===== src/rtl/digits_pkg.sv =====
// Shared definitions for the bitmap <-> seven-segment blocks: frame geometry,
// FSM state encoding, segment bit positions and the row-buffer decoder.
package digits_pkg;

  localparam int NUM_LINES = 5;
  localparam int ROW_W     = 5;
  localparam int SEG_W     = 7;

  // Segment bit positions inside the 7-bit code
  localparam int SEG_TOP   = 6;
  localparam int SEG_MID   = 0;
  localparam int SEG_BOT   = 3;
  localparam int SEG_UP_HI = 1;  // upper segment in the bit4 column
  localparam int SEG_UP_LO = 5;  // upper segment in the bit0 column
  localparam int SEG_DN_HI = 2;  // lower segment in the bit4 column
  localparam int SEG_DN_LO = 4;  // lower segment in the bit0 column

  // Bitmap columns sampled by the decoder
  localparam int COL_HI  = 4;
  localparam int COL_MID = 2;
  localparam int COL_LO  = 0;

  typedef enum logic [1:0] {COLLECT, DECODE, CHECK, OUTPUT} state_t;

  // Decode a full frame: each segment is read from one characteristic pixel.
  function automatic logic [SEG_W-1:0] decode_rows(
    input logic [NUM_LINES-1:0][ROW_W-1:0] rows
  );
    logic [SEG_W-1:0] s;
    s            = '0;
    s[SEG_TOP]   = rows[0][COL_MID];
    s[SEG_MID]   = rows[2][COL_MID];
    s[SEG_BOT]   = rows[4][COL_MID];
    s[SEG_UP_HI] = rows[1][COL_HI];
    s[SEG_UP_LO] = rows[1][COL_LO];
    s[SEG_DN_HI] = rows[3][COL_HI];
    s[SEG_DN_LO] = rows[3][COL_LO];
    return s;
  endfunction

endpackage


===== src/rtl/segments_to_bitmap.sv =====
// Combinational encoder: seven-segment code + line index -> one bitmap row.
// Horizontal segments light the three middle pixels of their line; corner
// pixels on lines 0/2/4 are lit by an adjacent vertical segment only when the
// horizontal segment of that line is off (rounded-corner font).
// Only compiled into the design when BITMAP_CHECK_EN is defined.
`ifdef BITMAP_CHECK_EN
module segments_to_bitmap
  import digits_pkg::*;
(
  input  logic [SEG_W-1:0] segments,
  input  logic [2:0]       line,
  output logic [ROW_W-1:0] row
);

  logic top, mid, bot, up_hi, up_lo, dn_hi, dn_lo;

  assign top   = segments[SEG_TOP];
  assign mid   = segments[SEG_MID];
  assign bot   = segments[SEG_BOT];
  assign up_hi = segments[SEG_UP_HI];
  assign up_lo = segments[SEG_UP_LO];
  assign dn_hi = segments[SEG_DN_HI];
  assign dn_lo = segments[SEG_DN_LO];

  // Row pattern selected by line index
  always_comb begin
    row = '0;
    case (line)
      3'd0:    row = {up_hi & ~top, {3{top}}, up_lo & ~top};
      3'd1:    row = {up_hi, 3'b000, up_lo};
      3'd2:    row = {(up_hi | dn_hi) & ~mid, {3{mid}}, (up_lo | dn_lo) & ~mid};
      3'd3:    row = {dn_hi, 3'b000, dn_lo};
      3'd4:    row = {dn_hi & ~bot, {3{bot}}, dn_lo & ~bot};
      default: row = '0;
    endcase
  end

endmodule
`endif


===== src/rtl/bitmap_to_segments.sv =====
// Collects a 5x5 bitmap row by row, decodes it to a seven-segment code and
// presents it on a valid/ready output. With BITMAP_CHECK_EN defined, the
// decoded code is re-encoded line by line and compared with the stored
// bitmap; any difference raises seg_error. Without it, seg_error is 0.
// seg_valid rises one cycle after entering OUTPUT so the presented code and
// error flag are already settled registers when the consumer sees them.
module bitmap_to_segments
  import digits_pkg::*;
(
  input  logic             clk,
  input  logic             rst,
  input  logic             row_valid,
  output logic             row_ready,
  input  logic [ROW_W-1:0] row_bits,
  output logic             seg_valid,
  input  logic             seg_ready,
  output logic [SEG_W-1:0] segments,
  output logic             seg_error
);

  localparam logic [2:0] LAST_LINE = 3'(NUM_LINES - 1);

  state_t                          state;
  logic [2:0]                      line;
  logic [NUM_LINES-1:0][ROW_W-1:0] rows;

`ifdef BITMAP_CHECK_EN
  logic             err;
  logic [ROW_W-1:0] enc_row;

  segments_to_bitmap u_enc (
    .segments (segments),
    .line     (line),
    .row      (enc_row)
  );

  assign seg_error = err;
`else
  assign seg_error = 1'b0;
`endif

  // Ready only while collecting, and held low throughout reset
  assign row_ready = (state == COLLECT) && !rst;

  // Frame FSM: collect rows, decode, optionally check, then hand off
  always_ff @(posedge clk) begin
    if (rst) begin
      state     <= COLLECT;
      line      <= '0;
      rows      <= '0;
      segments  <= '0;
      seg_valid <= 1'b0;
`ifdef BITMAP_CHECK_EN
      err       <= 1'b0;
`endif
    end else begin
      case (state)
        COLLECT: begin
          if (row_valid) begin
            rows[line] <= row_bits;
            if (line == LAST_LINE) begin
              line  <= '0;
              state <= DECODE;
            end else begin
              line <= line + 3'd1;
            end
          end
        end
        DECODE: begin
          segments <= decode_rows(rows);
`ifdef BITMAP_CHECK_EN
          state    <= CHECK;
`else
          state    <= OUTPUT;
`endif
        end
`ifdef BITMAP_CHECK_EN
        CHECK: begin
          if (enc_row != rows[line]) err <= 1'b1;
          if (line == LAST_LINE) begin
            line  <= '0;
            state <= OUTPUT;
          end else begin
            line <= line + 3'd1;
          end
        end
`endif
        OUTPUT: begin
          if (!seg_valid) begin
            seg_valid <= 1'b1;
          end else if (seg_ready) begin
            seg_valid <= 1'b0;
            line      <= '0;
            state     <= COLLECT;
`ifdef BITMAP_CHECK_EN
            err       <= 1'b0;
`endif
          end
        end
        default: state <= COLLECT;
      endcase
    end
  end

endmodule


===== config.mk =====
export PLATFORM = sky130hd
export DESIGN_NAME = bitmap_to_segments
export DESIGN_NICKNAME = d
export VERILOG_FILES = /design/src/rtl/digits_pkg.sv /design/src/rtl/segments_to_bitmap.sv /design/src/rtl/bitmap_to_segments.sv
export SDC_FILE = /design/constraint.sdc
export NUM_CORES = 1
export LEC_CHECK = 0
export CORE_ASPECT_RATIO = 0.7
export CORE_MARGIN = 1.5
export CORE_UTILIZATION = 44
export DETAILED_ROUTE_END_ITERATION = 6
export PLACE_DENSITY = 0.75
export SYNTH_ARGS = -nofsm -noshare
export SYNTH_HDL_FRONTEND = slang
export SYNTH_SLANG_ARGS = --single-unit

===== constraint.sdc =====
create_clock -name clk -period 1.51 [get_ports clk]
set_input_delay 0.2265 -clock clk [delete_from_list [all_inputs] [get_ports clk]]
set_output_delay 0.2265 -clock clk [all_outputs]
set_load 0.01 [all_outputs]

run_1/m3.png
Scale: 8 px per um.
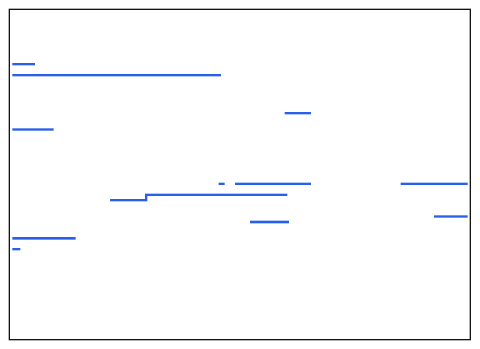
The layer holds 4.5% of the routed length. The layer carries 92.9 um of wire. The longest straight run is 25.8 um. 10 nets have wire on it. The wires run mostly horizontal.
via total after detailed routing: 752
met3 routing resource usage after global routing: 7.256%
Post-Route WL: 2.060 mm

run_1/gates.png
Scale: 6 px per um.
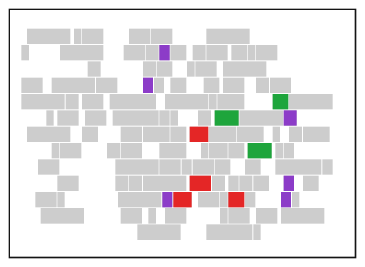
Purple shows aoi and oai cells, cells 6. Red shows non-inverting ao/oa cells, cells 4, where south. Green shows and/or cells, cells 3.
fraction of standard cell area in multi-input logic: 40.89%
number of non-filler instances in the completed layout: 138

==> impl_metrics.xml, run 1 <==
<?xml version="1.0" encoding="UTF-8"?>
<metrics>
  <group name="final_timing">
    <metric name="max_freq" unit="GHz">0.6737</metric>
    <metric name="worst_clock_skew" unit="ps">13.44</metric>
    <metric name="final.hold.worst_slack" unit="ps">229.7</metric>
    <metric name="post-route-period-util" unit="%">98.30</metric>
    <metric name="rsz_0062_raised_after_global_routing" unit="">false</metric>
    <metric name="final_max_slew_viol_count" unit="">0</metric>
    <metric name="final_critical_path_time_including_i_o_delays_and_setup" unit="ps">1484</metric>
    <metric name="setup_viol" unit="">0</metric>
    <metric name="timing_hold_violations_final" unit="">0</metric>
  </group>
  <group name="grt">
    <metric name="first_global_vias" unit="">671</metric>
    <metric name="pin_count_of_the_biggest_net_entering_global_routing" unit="">24</metric>
    <metric name="met1_usage" unit="%">23.21</metric>
    <metric name="global_route.overflow_total" unit="">0</metric>
    <metric name="global_route.peak_usage_layer" unit="">met2</metric>
    <metric name="grt_use_met2" unit="%">29.55</metric>
    <metric name="grt.total_usage" unit="%">18.83</metric>
  </group>
  <group name="die">
    <metric name="fp.dieH" unit="um">41.12</metric>
    <metric name="floorplan.die_area" unit="mm^2">0.002363</metric>
    <metric name="row_count" unit="">13</metric>
    <metric name="die_width" unit="um">57.46</metric>
    <metric name="fp_util" unit="%">47.99</metric>
    <metric name="top_level_ports" unit="">19</metric>
    <metric name="core_region_area" unit="mm^2">0.001903</metric>
  </group>
  <group name="finish">
    <metric name="multiInputGateArea" unit="um^2">471.7</metric>
    <metric name="final_layout_top_logic_cell" unit="">sky130_fd_sc_hd__dfxtp_1</metric>
    <metric name="post_route_cells_drive_above_1_share" unit="%">20.69</metric>
    <metric name="final_net_count" unit="">129</metric>
    <metric name="antenna_cells_inserted" unit="">0</metric>
    <metric name="layout.area.seq" unit="um^2">405.4</metric>
  </group>
  <group name="synthesis">
    <metric name="synthArstFlopShare" unit="%">0</metric>
    <metric name="number_of_warnings_reported_in_the_yosys_synthesis_log" unit="">0</metric>
    <metric name="synthFlopType" unit="">sky130_fd_sc_hd__dfxtp_1</metric>
    <metric name="synth-edff-count" unit="">0</metric>
    <metric name="floorplan.nets" unit="">108</metric>
    <metric name="postSynthSeqShare" unit="%">43.84</metric>
    <metric name="synth_largest_type_area_fraction" unit="%">43.84</metric>
    <metric name="ys.flops" unit="">20</metric>
    <metric name="synth.distinct_cells" unit="">28</metric>
    <metric name="synth-cells-yosys" unit="">97</metric>
    <metric name="ys_top_cells_by_count" unit="">sky130_fd_sc_hd__dfxtp_1, sky130_fd_sc_hd__mux2i_1, sky130_fd_sc_hd__nand2b_1, sky130_fd_sc_hd__nor2_1, sky130_fd_sc_hd__nand3_1</metric>
    <metric name="synth.avg_cell_area" unit="um^2">9.416</metric>
    <metric name="synth_dominant_cell_count" unit="">sky130_fd_sc_hd__dfxtp_1</metric>
    <metric name="netlist_instances" unit="">97</metric>
    <metric name="post_synth_instance_area" unit="um^2">913.4</metric>
  </group>
  <group name="clock_tree">
    <metric name="path_clk_slew" unit="ps">120</metric>
    <metric name="cts_setup_buffers" unit="">0</metric>
    <metric name="cts-htree-levels" unit="">1</metric>
    <metric name="hold_buffers" unit="">0</metric>
    <metric name="cts.path.max_buffers" unit="">2</metric>
    <metric name="cts.root.buffer_cell" unit="">sky130_fd_sc_hd__clkbuf_4</metric>
    <metric name="post_cts.resized_instances" unit="">6</metric>
    <metric name="num_cts_buffers" unit="">3</metric>
    <metric name="worstSkewPairLatency" unit="ps">320</metric>
    <metric name="clkSinkCount" unit="">20</metric>
  </group>
  <group name="detailed_routing">
    <metric name="detail_route.iter0.violations" unit="">19</metric>
    <metric name="drt_drc_violations_left" unit="">0</metric>
    <metric name="drt_first_pass_iters" unit="">6</metric>
    <metric name="drtAntennaViolNets" unit="">0</metric>
  </group>
  <group name="outcome">
    <metric name="run_status" unit="">finished clean</metric>
  </group>
  <group name="pwr">
    <metric name="share_seq_of_total_power" unit="%">59.8</metric>
    <metric name="p_sw_share" unit="%">25.59</metric>
    <metric name="top_power_group" unit="">registers</metric>
    <metric name="logic_pwr_share" unit="%">11.4</metric>
    <metric name="p_int" unit="mW">0.6890</metric>
    <metric name="portion_of_total_power_attributed_to_the_clock_network" unit="%">28.7</metric>
    <metric name="sequential_cell_power_consumption" unit="mW">0.554</metric>
    <metric name="leakage_power" unit="nW">0.5106</metric>
  </group>
  <group name="placement">
    <metric name="detailed_place_hpwl" unit="mm">1.454</metric>
    <metric name="place.gp.congestion" unit="">0.7801</metric>
  </group>
  <group name="flow_run">
    <metric name="openroad.warnings" unit="">31</metric>
    <metric name="maximum_capacitance_violations" unit="">0</metric>
  </group>
  <group name="worst_setup_path">
    <metric name="worstSetupPathType" unit="">flop to flop</metric>
    <metric name="worstPathRequired" unit="ps">1740</metric>
    <metric name="end_kind" unit="">flop</metric>
  </group>
  <group name="min_path">
    <metric name="hold_class" unit="">primary input to flop</metric>
  </group>
</metrics>
run_1/sizing.png
Scale: 6 px per um.
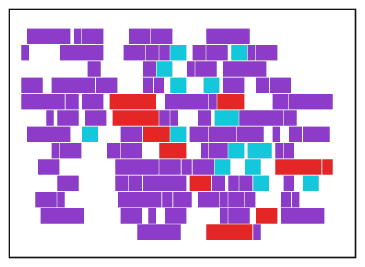
Cyan shows x3 and x4, cells 14, share 12%, most used buf_4. Red shows x2, cells 10, share 8.6%, most used dfxtp_2. Purple shows x1 and smaller, cells 92, share 79%, most used dfxtp_1.

==> run 1: critical path, cell delays in order (launching register included) <==
cell                      delay [ps]
sky130_fd_sc_hd__dfxtp_1         370
sky130_fd_sc_hd__or3b_4          400
sky130_fd_sc_hd__buf_4           170
sky130_fd_sc_hd__a211o_1         290
sky130_fd_sc_hd__a21oi_1         160
==> run 1: sequential cells by signal, summed over array words and instances (netlist names) <==
register,cells
rows,7
segments,7
line,3
state,2
seg_valid,1
==> run 1: path summary, 6_finish.rpt <==
check        slack (ps)       end       from  cells after the start
max                  30   line[0]   state[1]                      4
max reg2reg          30   line[0]   state[1]                      4
min reg2reg         480   rows[5]    rows[5]                      2
min                 230  state[0]  row_valid                      3
==> run 1: kinds of logic (layout without fill, tap and decap cells) <==
group           after synthesis  count (layout)  synth area share, %
simple gates                 40              40                24.79
fa+ha+maj                     2               2                2.739
compound gates               10              10                7.261
mux                          13              13                14.25
buf+inv                      11              30                6.711
other cells                   1               1               0.4106
flops                        20              20                43.84
==> run 1: stage by stage <==
stage	setup slack (ps)	setup TNS [ps]	total power, mW	util [%]	instance area (um^2)
2_1_floorplan	-81.69	-163.4	0.6231	-	913.4
3_3_place_gp	-331.3	-2564	0.6616	58.25	1109
6_report	25.60	0	0.9259	60.62	1154
4_1_cts	-13.03	-13.03	0.9294	60.29	1147
3_5_place_dp	-373.6	-2688	0.6640	58.25	1109
5_1_grt	4.758	0	0.9687	60.62	1154
==> run 1: area by class of cell <==
type / count / area share [%]
clock buffers: 3 / 1.952
inverters: 3 / 0.9761
multi-input cells: 66 / 40.89
flip-flops and latches: 20 / 35.14
well taps: 22 / 2.386
repair buffers: 24 / 18.66
==> run 1: layer usage <==
layer,part of all wire (%),wire length (um)
met1,46,946
met2,48,997
met3,4.5,92
met4,1.1,23
met5,0,0
==> run 1 -> run 2 <==
--- a/config.mk
+++ b/config.mk
@@ -10,6 +10,7 @@
 export CORE_UTILIZATION = 44
 export DETAILED_ROUTE_END_ITERATION = 6
 export PLACE_DENSITY = 0.75
+export SETUP_SLACK_MARGIN = 0.2
 export SYNTH_ARGS = -nofsm -noshare
 export SYNTH_HDL_FRONTEND = slang
 export SYNTH_SLANG_ARGS = --single-unit
==> run 2 against run 1 <==
- non-clock buffer count grew 2
- clock power grew 66%
- sequential share of layout area shrank 0.69 points
- final cell count grew 2.2%
- area after synthesis is the same
- register-to-register slack gained 50 ps
- synthesized cell count is the same
- combinational power grew 8%
- flip-flop count is the same
- largest power group unchanged
- utilization grew 2.0 points
- first-iteration DRC count shrank 5.3%
==> impl_metrics.xml, run 2 <==
<?xml version="1.0" encoding="UTF-8"?>
<metrics>
  <group name="final_timing">
    <metric name="post-route-period-util" unit="%">95.26</metric>
    <metric name="worst_clock_skew" unit="ps">2.420</metric>
    <metric name="rsz_0062_raised_after_global_routing" unit="">true</metric>
    <metric name="max_freq" unit="GHz">0.6952</metric>
    <metric name="final_max_slew_viol_count" unit="">0</metric>
    <metric name="final_critical_path_time_including_i_o_delays_and_setup" unit="ps">1438</metric>
    <metric name="timing_hold_violations_final" unit="">0</metric>
    <metric name="setup_viol" unit="">0</metric>
  </group>
  <group name="finish">
    <metric name="final_layout_top_logic_cell" unit="">sky130_fd_sc_hd__dfxtp_1</metric>
    <metric name="multiInputGateArea" unit="um^2">473.0</metric>
    <metric name="post-route-util" unit="%">62.59</metric>
    <metric name="post_route_cells_drive_above_1_share" unit="%">22.69</metric>
    <metric name="final_net_count" unit="">131</metric>
    <metric name="antenna_cells_inserted" unit="">0</metric>
    <metric name="biggestRegsByFlops" unit="">rows x7, segments x7, line x3</metric>
  </group>
  <group name="clock_tree">
    <metric name="cts.root.buffer_cell" unit="">sky130_fd_sc_hd__clkbuf_4</metric>
    <metric name="path_clk_slew" unit="ps">120</metric>
    <metric name="clkSinkCount" unit="">20</metric>
    <metric name="hold_buffers" unit="">0</metric>
    <metric name="worstSkewPairLatency" unit="ps">300</metric>
    <metric name="cts-htree-levels" unit="">1</metric>
  </group>
  <group name="worst_setup_path">
    <metric name="critical_path.cell_chain" unit="">or3b_4, or4_4, mux2i_1</metric>
    <metric name="worstSetupPathType" unit="">flop to flop</metric>
    <metric name="crit_slowest_cell" unit="">sky130_fd_sc_hd__or4_4</metric>
    <metric name="end_kind" unit="">flop</metric>
    <metric name="critical_path.max_stage_delay" unit="ps">440</metric>
    <metric name="critical-path-top-delay-family" unit="">simple AND/OR/NAND/NOR gates</metric>
    <metric name="timing.critical_path.buf_inv" unit="">0</metric>
  </group>
  <group name="detailed_routing">
    <metric name="drt_first_pass_iters" unit="">4</metric>
    <metric name="detail_route.iter0.violations" unit="">18</metric>
  </group>
  <group name="synthesis">
    <metric name="post_synth_xor_area_fraction" unit="%">0</metric>
    <metric name="synth-edff-count" unit="">0</metric>
    <metric name="synth.avg_cell_area" unit="um^2">9.416</metric>
    <metric name="netlist_instances" unit="">97</metric>
    <metric name="ys.flops" unit="">20</metric>
    <metric name="compound_area_share" unit="%">7.260</metric>
    <metric name="ys_top_cells_by_count" unit="">sky130_fd_sc_hd__dfxtp_1, sky130_fd_sc_hd__mux2i_1, sky130_fd_sc_hd__nand2b_1, sky130_fd_sc_hd__nor2_1, sky130_fd_sc_hd__nand3_1</metric>
    <metric name="yosys.area_share.adder" unit="%">2.740</metric>
    <metric name="synth_largest_type_area_fraction" unit="%">43.84</metric>
    <metric name="floorplan.nets" unit="">108</metric>
    <metric name="synthArstFlopShare" unit="%">0</metric>
    <metric name="post_synth_instance_area" unit="um^2">913.4</metric>
    <metric name="synth-cells-yosys" unit="">97</metric>
  </group>
  <group name="placement">
    <metric name="detailed_place_hpwl" unit="mm">1.257</metric>
    <metric name="place.gp.congestion" unit="">0.7945</metric>
  </group>
  <group name="flow_run">
    <metric name="maximum_capacitance_violations" unit="">0</metric>
    <metric name="openroad.warnings" unit="">32</metric>
  </group>
  <group name="pwr">
    <metric name="leakage_power" unit="nW">0.5669</metric>
    <metric name="total_power" unit="mW">1.109</metric>
  </group>
  <group name="min_path">
    <metric name="hold_class" unit="">primary input to flop</metric>
  </group>
  <group name="die">
    <metric name="fp_util" unit="%">47.99</metric>
    <metric name="row_count" unit="">13</metric>
    <metric name="fp.dieH" unit="um">41.12</metric>
    <metric name="top_level_ports" unit="">19</metric>
    <metric name="die_width" unit="um">57.46</metric>
  </group>
  <group name="grt">
    <metric name="pin_count_of_the_biggest_net_entering_global_routing" unit="">24</metric>
    <metric name="first_global_vias" unit="">612</metric>
  </group>
  <group name="outcome">
    <metric name="run_status" unit="">finished clean</metric>
  </group>
</metrics>
run 2: kinds of logic after synthesis:
family,Yosys count
buffers and inverters,11
muxes,13
AOI/OAI and AO/OA,10
and+or+nand+nor,40
adders and majority gates,2
other,1
DFF,20
run 2: timing repair:
action | in CTS | in global routing
setup endpoints to repair | 18 | 12
endpoints found under the hold margin | 0 | 0
pin swaps | 0 | 1
setup buffers | 0 | 2
gates resized | 16 | 6
run 2: layer usage:
| layer | GRT usage (%) | part of all wire, % |
|---|---|---|
| met1 | 22.37 | 49 |
| met2 | 23.30 | 45 |
| met3 | 6.940 | 5.3 |
| met4 | 6.977 | 1.3 |
| met5 | 0 | 0 |
run 2: cell type report:
class,instances,share of cell area (%)
clock buffers,3,1.891
multi-input cells,66,39.71
well taps,22,2.311
inverters,3,0.9454
clock inverters,1,2.521
flip-flops and latches,20,34.45
repair buffers,26,18.17
run 2: power breakdown:
group          total [mW]  internal (mW)  switching [mW]
Sequential          0.552          0.538          0.0140
Combinational       0.115         0.0614          0.0534
Clock               0.442          0.268           0.174
Total                1.11          0.868           0.241
run 2: path summary, 6_finish.rpt:
kind                   end  slack [ps]  cells after the start       from
setup / recovery  rows[15]          70                      3   state[0]
hold / removal    state[0]         380                      3  row_valid
setup reg to reg  rows[15]          70                      3   state[0]
hold reg to reg    rows[9]         480                      2    rows[9]
run 2: through the flow:
stage | setup TNS, ps | instance area [um^2] | hold slack [ps] | worst slack, ps | instances
after detailed placement | -2630 | 1109 | 462.5 | -370.4 | 135
after floorplan | -163.3 | 913.4 | 374.0 | -81.63 | 97
after global routing | 0 | 1191 | 379.7 | 38.79 | 141
after CTS | 0 | 1167 | 348.1 | 67.24 | 139
final | 0 | 1191 | 379.9 | 71.59 | 141
after global placement | -2493 | 1109 | 464.5 | -332.2 | 135
run_2/m3.png
Scale: 8 px per um.
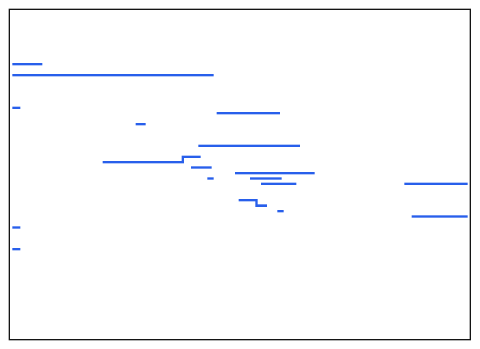
15 nets have wire on it. The longest straight run is 24.8 um. The layer holds 5.3% of the routed length. The layer carries 102 um of wire. The wires run mostly horizontal.
Post-Route WL: 1.928 mm
via total after detailed routing: 746

run_2/sizing.png
Scale: 6 px per um.
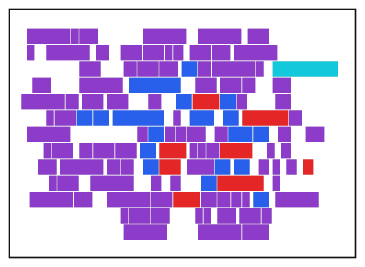
Red shows x2, cells 8, share 6.7%, most used nor4_2. Purple shows x1 and smaller, cells 92, share 77%, most used dfxtp_1. Blue shows x3 and x4, cells 18, share 15%, most used buf_4. Cyan shows x6 and larger, cells 1, share 0.84%, most used bufinv_16.

Power figures rest on the tool's default switching activity, not on a simulated workload.
